### Clock distribution

Drawn at 2 px/um.
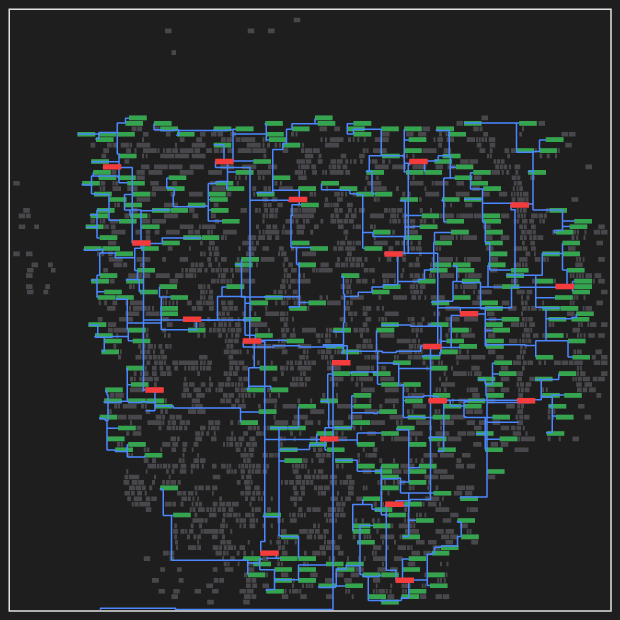
### Cells coloured by class

Drawn at 1 px/um. Fill, decap, tap and diode cells in grey.
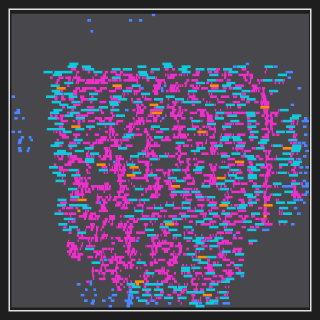
### Ports around the boundary

Drawn at 1 px/um. Pins as bars across the die edge, other pins in grey.
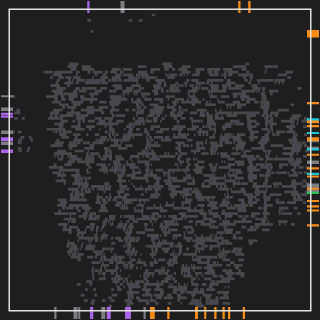
### src/rtl/booth_wallace_mult_pipe.sv
// Three-stage pipelined radix-4 Booth multiplier with carry-save reduction,
// valid/ready handshake on both sides, tag passthrough and synchronous flush.
module booth_wallace_mult_pipe #(
  parameter int unsigned WIDTH = 16,
  parameter int unsigned TAG_W = 4
) (
  input  logic               clk,
  input  logic               rst,
  input  logic               flush,
  input  logic               in_valid,
  output logic               in_ready,
  input  logic               in_signed,
  input  logic [WIDTH-1:0]   in_a,
  input  logic [WIDTH-1:0]   in_b,
  input  logic [TAG_W-1:0]   in_tag,
  output logic               out_valid,
  input  logic               out_ready,
  output logic [2*WIDTH-1:0] out_product,
  output logic [TAG_W-1:0]   out_tag
);

  localparam int unsigned PW  = 2 * WIDTH;
  localparam int unsigned NPP = WIDTH / 2 + 1;
  localparam int unsigned BW  = WIDTH + 3;

  logic             s1_valid;
  logic             s2_valid;
  logic [PW-1:0]    s1_pp [NPP];
  logic [TAG_W-1:0] s1_tag;
  logic [TAG_W-1:0] s2_tag;
  logic [PW-1:0]    s2_sum;
  logic [PW-1:0]    s2_carry;

  logic s1_ready, s2_ready, s3_ready;
  logic accept, ld2, ld3;

  logic [BW-1:0] b_ext;
  logic [PW-1:0] a_ext;
  logic [2:0]    grp;
  logic [PW-1:0] mag;
  logic          neg;
  logic [PW-1:0] pp;
  logic [PW-1:0] pp_c [NPP];

  logic [PW-1:0] red_sum;
  logic [PW-1:0] red_carry;
  logic [PW-1:0] sh;
  logic [PW-1:0] nsum;

  // A stage can take new data when empty or when its content moves on this cycle.
  assign s3_ready = !out_valid || out_ready;
  assign s2_ready = !s2_valid || s3_ready;
  assign s1_ready = !s1_valid || s2_ready;
  assign in_ready = !rst && !flush && s1_ready;
  assign accept   = in_valid && in_ready;
  assign ld2      = s1_valid && s2_ready && !flush;
  assign ld3      = s2_valid && s3_ready && !flush;

  // Radix-4 Booth digits over the mode-extended multiplier; LSB pad is the implicit b[-1].
  always_comb begin
    a_ext = {{WIDTH{in_signed & in_a[WIDTH-1]}}, in_a};
    b_ext = {{2{in_signed & in_b[WIDTH-1]}}, in_b, 1'b0};
    grp   = '0;
    mag   = '0;
    neg   = 1'b0;
    pp    = '0;
    for (int i = 0; i < int'(NPP); i++) begin
      grp = b_ext[2*i +: 3];
      mag = '0;
      neg = 1'b0;
      case (grp)
        3'b001, 3'b010: mag = a_ext;
        3'b011:         mag = a_ext << 1;
        3'b100: begin
          mag = a_ext << 1;
          neg = 1'b1;
        end
        3'b101, 3'b110: begin
          mag = a_ext;
          neg = 1'b1;
        end
        default:        mag = '0;
      endcase
      pp      = neg ? (~mag + PW'(1)) : mag;
      pp_c[i] = pp << (2 * i);
    end
  end

  // Carry-save array of 3:2 compressors; carry row is kept unshifted (weight 2).
  always_comb begin
    red_sum   = s1_pp[0];
    red_carry = '0;
    sh        = '0;
    nsum      = '0;
    for (int i = 1; i < int'(NPP); i++) begin
      sh        = red_carry << 1;
      nsum      = red_sum ^ sh ^ s1_pp[i];
      red_carry = (red_sum & sh) | (red_sum & s1_pp[i]) | (sh & s1_pp[i]);
      red_sum   = nsum;
    end
  end

  always_ff @(posedge clk or posedge rst) begin
    if (rst) begin
      s1_valid  <= 1'b0;
      s2_valid  <= 1'b0;
      out_valid <= 1'b0;
    end else if (flush) begin
      s1_valid  <= 1'b0;
      s2_valid  <= 1'b0;
      out_valid <= 1'b0;
    end else begin
      if (s1_ready) s1_valid  <= in_valid;
      if (s2_ready) s2_valid  <= s1_valid;
      if (s3_ready) out_valid <= s2_valid;
    end
  end

  always_ff @(posedge clk or posedge rst) begin
    if (rst) begin
      for (int i = 0; i < int'(NPP); i++) s1_pp[i] <= '0;
      s1_tag <= '0;
    end else if (accept) begin
      for (int i = 0; i < int'(NPP); i++) s1_pp[i] <= pp_c[i];
      s1_tag <= in_tag;
    end
  end

  always_ff @(posedge clk or posedge rst) begin
    if (rst) begin
      s2_sum   <= '0;
      s2_carry <= '0;
      s2_tag   <= '0;
    end else if (ld2) begin
      s2_sum   <= red_sum;
      s2_carry <= red_carry;
      s2_tag   <= s1_tag;
    end
  end

  // Final carry-propagate add; the carry bit shifted past the MSB is dropped.
  always_ff @(posedge clk or posedge rst) begin
    if (rst) begin
      out_product <= '0;
      out_tag     <= '0;
    end else if (ld3) begin
      out_product <= s2_sum + (s2_carry << 1);
      out_tag     <= s2_tag;
    end
  end

endmodule

### config.mk
export PLATFORM = sky130hd
export DESIGN_NAME = booth_wallace_mult_pipe
export DESIGN_NICKNAME = d
export VERILOG_FILES = /design/src/rtl/booth_wallace_mult_pipe.sv
export SDC_FILE = /design/constraint.sdc
export NUM_CORES = 1
export LEC_CHECK = 0
export ABC_AREA = 0
export CORE_MARGIN = 1
export CORE_UTILIZATION = 25
export CTS_BUF_LIST = sky130_fd_sc_hd__clkbuf_16
export CTS_CLUSTER_DIAMETER = 120
export CTS_CLUSTER_SIZE = 20
export DETAILED_ROUTE_END_ITERATION = 16
export GPL_ROUTABILITY_DRIVEN = 0
export PLACE_DENSITY = 0.46
export SYNTH_ARGS = -nofsm -noshare
export SYNTH_HDL_FRONTEND = slang
export SYNTH_SLANG_ARGS = --single-unit
### constraint.sdc
create_clock -name clk -period 12.53 [get_ports clk]
set_input_delay 1.8795 -clock clk [delete_from_list [all_inputs] [get_ports clk]]
set_output_delay 1.8795 -clock clk [all_outputs]
set_load 0.01 [all_outputs]
==> results.txt <==
This memo summarizes the results of the implementation run.

Detailed routing
The routed design shows a wire length per standard cell of about 20 um. The residual DRC count is 0. In the final routing, the length of wire on met1 measures ~34000 um. The total number of vias is between 15000 and 20000. After detailed routing, no signal wire sits above met5.

The number of detailed-route iterations in the first pass is 6. The detailed router reports a met3 wire length of ~3200 um. The first-iteration detailed-routing DRC count is between 1000 and 1500.

The amount of wire on met2 after detailed routing is approximately 29000 um. The number of nets still failing antenna checks after routing is 0. Per the detailed-route log, wirelength across all metal layers totals between 60000 and 70000 um.

Hold path
The type of the most critical hold path is reg -> reg. The endpoint of the worst hold path is reported as out_tag[1]$_DFFE_PP0P_. Hold analysis shows the worst path with a depth of 2.

Final layout
The filler cell count is 9167. Per the layout area report, the register area comes to ~8000 um2. Compared with the post-synthesis result, the final layout area differs by 11.2%.

The most common cell after layout, fill and taps aside is nand2_1. The utilization after layout is roughly 28%. The flip-flop count of the largest register, all copies and words added is roughly 220. The register containing the most flip-flops in the final layout is s1_pp.

The layout stage reports a final design area of roughly 25000 um2. The number of nets in the layout is roughly 2600. The share of final-layout standard cells stronger than drive strength 1 is under 10%. Per the layout area report, the combinational gate area comes to ~13000 um2.

Synth
The number of enable flip-flop cells is 0. The sequential share of the synthesized area is 35.7%. After synthesis, the largest family of logic cells by area is adder cells. dfrtp_1 takes more of the synthesized area than any other cell. Of the total synthesized cell area, the portion taken by AND-OR and OR-AND cells is a little under a fifth. Yosys printed 0 warnings. The cell area after technology mapping is about 22000 um2. For reference, simple AND, OR, NAND and NOR cells occupy about an eighth of the area reported after synthesis. The share of cell area taken by muxes after synthesis is under 10%.

In this run, distinct cell masters in the synthesized netlist total 78. The average size of a mapped cell is 9.64 um2. The synthesized design devotes to its leading area cell type a little over a third of total area. The instance tally after logic synthesis is 2306. After Yosys synthesis, full adders, half adders and majority gates account for between 10% and 20% of the synthesized area. The XOR/XNOR share of the synthesized area is 6.03%. The proportion of synthesized flip-flops having asynchronous set or reset is 100%. The net count after synthesis is around 2600. Sorting the synthesized cells by area gives the leading types as dfrtp_1 36%, fa_1 13%, nand2_1 6.3%, ha_1 6.0%, o21ai_0 4.6%.

Clock tree
The number of gates resized after CTS was 0. The TritonCTS clock tree is done. The clock buffer count from CTS is 20. In this run the number of H-tree levels came out at 1.

CTS placed an instance of clkbuf_16 at the clock tree root. The clock-pin slew of the registers on the worst-case setup and hold paths is 0.10 ns.

Critical path
The buffering stage count on the worst path with inverters included is 3. The beginning of the critical path is in_b[5]. The worst stage delay on the critical path is ~0.88 ns.

The cell family contributing the most delay on the critical path is buffers and inverters. The required time reported for the critical path endpoint is about 13 ns. The timing report shows that the slowest cell on the worst path is clkdlybuf4s50_1. In this run the critical path is formed by clkdlybuf4s50_1 -> inv_1 -> ha_1 -> a22oi_1 -> ha_1 -> inv_1 -> a221oi_1 -> nand4_1 -> nor4_2 -> nand2_1 -> a2bb2oi_1 -> nand2_1. The setup check on the worst reg-to-reg path leaves a slack of just under 8 ns. The number of cells on the worst reg-to-reg path is 9.

Die
The horizontal die dimension is approximately 300 um. The floorplan-stage core utilization is between 20 and 30%. The number of I/O pins is around 80.

The chip occupies between 90000 and 100000 um2.

Flow run
The count of warning messages emitted by the tools is 50.

Power
The script extracted a net switching power of ~2.9 mW. The share of total power dissipated in the clock network is a little over a tenth. The power per cell area is 263 nW/um2. The internal portion of the total power is 3.61 mW.

The power dissipated in combinational cells is about 4.3 mW. The power report attributes to the sequential group a share of a little under a quarter. The fraction of power consumed by combinational cells is 66.4%. Of the total power, the share spent switching nets is 44.4%. The group drawing the most power is combinational logic.

GRT
Global routing consumed, on the met3 layer, between 1.5 and 2% of the routing resources. Global route summary, busiest routing layer listed as met2. The met2 layer usage reported by global route is 22.7%. The pin count of the biggest net entering global routing is between 150 and 200. Global routing used between 10 and 15% of the available tracks across all layers.

The number of global-route vias before repair came to roughly 17000.

Placed design
The worst-case setup slack after placement is between 6 and 7 ns. The number of placed instances, taps included, is about 3400. The HPWL reported at the end of detailed placement is about 49000 um. The cell area reported after detailed placement is between 20000 and 25000 um2.

STA
The slew at the pin closest to its max-slew limit is 1.19 ns. For this run, the top clock speed supported by timing is roughly 180 MHz. The count of final setup violators is 0. Endpoints failing hold in the final report were tallied at 0. In the final timing run, aggregate negative setup slack is 0 ns.

After layout, the setup clock skew is reported as ~0.025 ns. The worst slew slack as a fraction of its limit is about a fifth. For reference, the final report shows the max-slew violation count at 0.

Run status
The run finished with clean final reports.
## Picture notes: 'Clock distribution'
legend:
  blue:
    item: clock wires
    length: 4890 um
  green:
    item: flip-flops
    count: 317
  red:
    item: cells driving clock nets
    count: 20
flops lie: spread over the die

## Picture notes: 'Cells coloured by class'
legend:
  blue:
    class: other buffers and delay cells
    cells: 117
    share_of_their_area: 4.7%
  orange:
    class: clock drivers and dummy loads
    cells: 25
    share_of_their_area: 2.5%
  magenta:
    class: all other logic
    cells: 1821
    share_of_their_area: 59%
  cyan:
    class: flip-flops
    cells: 317
    share_of_their_area: 34%

## Picture notes: 'Ports around the boundary'
legend:
  cyan:
    port: out_tag
    pins: 4
    direction: output
    edge: right
  orange:
    port: out_product
    pins: 32
    direction: output
    edge: 19 right, 11 bottom, 2 top
  purple:
    port: in_a
    pins: 16
    direction: input
    edge: 9 bottom, 6 left, 1 top
  green:
    port: in_ready
    pins: 1
    direction: output
    edge: right
all pins by edge: 33 right, 28 bottom, 13 left, 6 top

area by class of cell:
cell class / count / share of cell area [%]
Inverter: 76 / 1.18
Clock buffer: 21 / 2.13
Tap cell: 1155 / 5.85
Antenna cell: 1 / 0.0101
Clock inverter: 4 / 0.223
Sequential cell: 317 / 32.1
Multi-Input combinational cell: 1745 / 54.1
Timing Repair Buffer: 117 / 4.41
Yosys cell counts (all sizes together), types with 10 or more instances:
master    n
a21o     43
a21oi    86
a221oi   17
a22o     12
a22oi    92
a31oi    44
and2     13
buf      38
clkbuf  130
dfrtp   317
fa      148
ha      106
inv      74
mux2     68
nand2   370
nand2b   10
nand3    37
nand4    14
nor2    101
nor3     19
nor4     16
o211ai   11
o21a     21
o21ai   217
o31ai    22
xnor2    71
xor2     81
Power figures rest on the tool's default switching activity, not on a simulated workload.
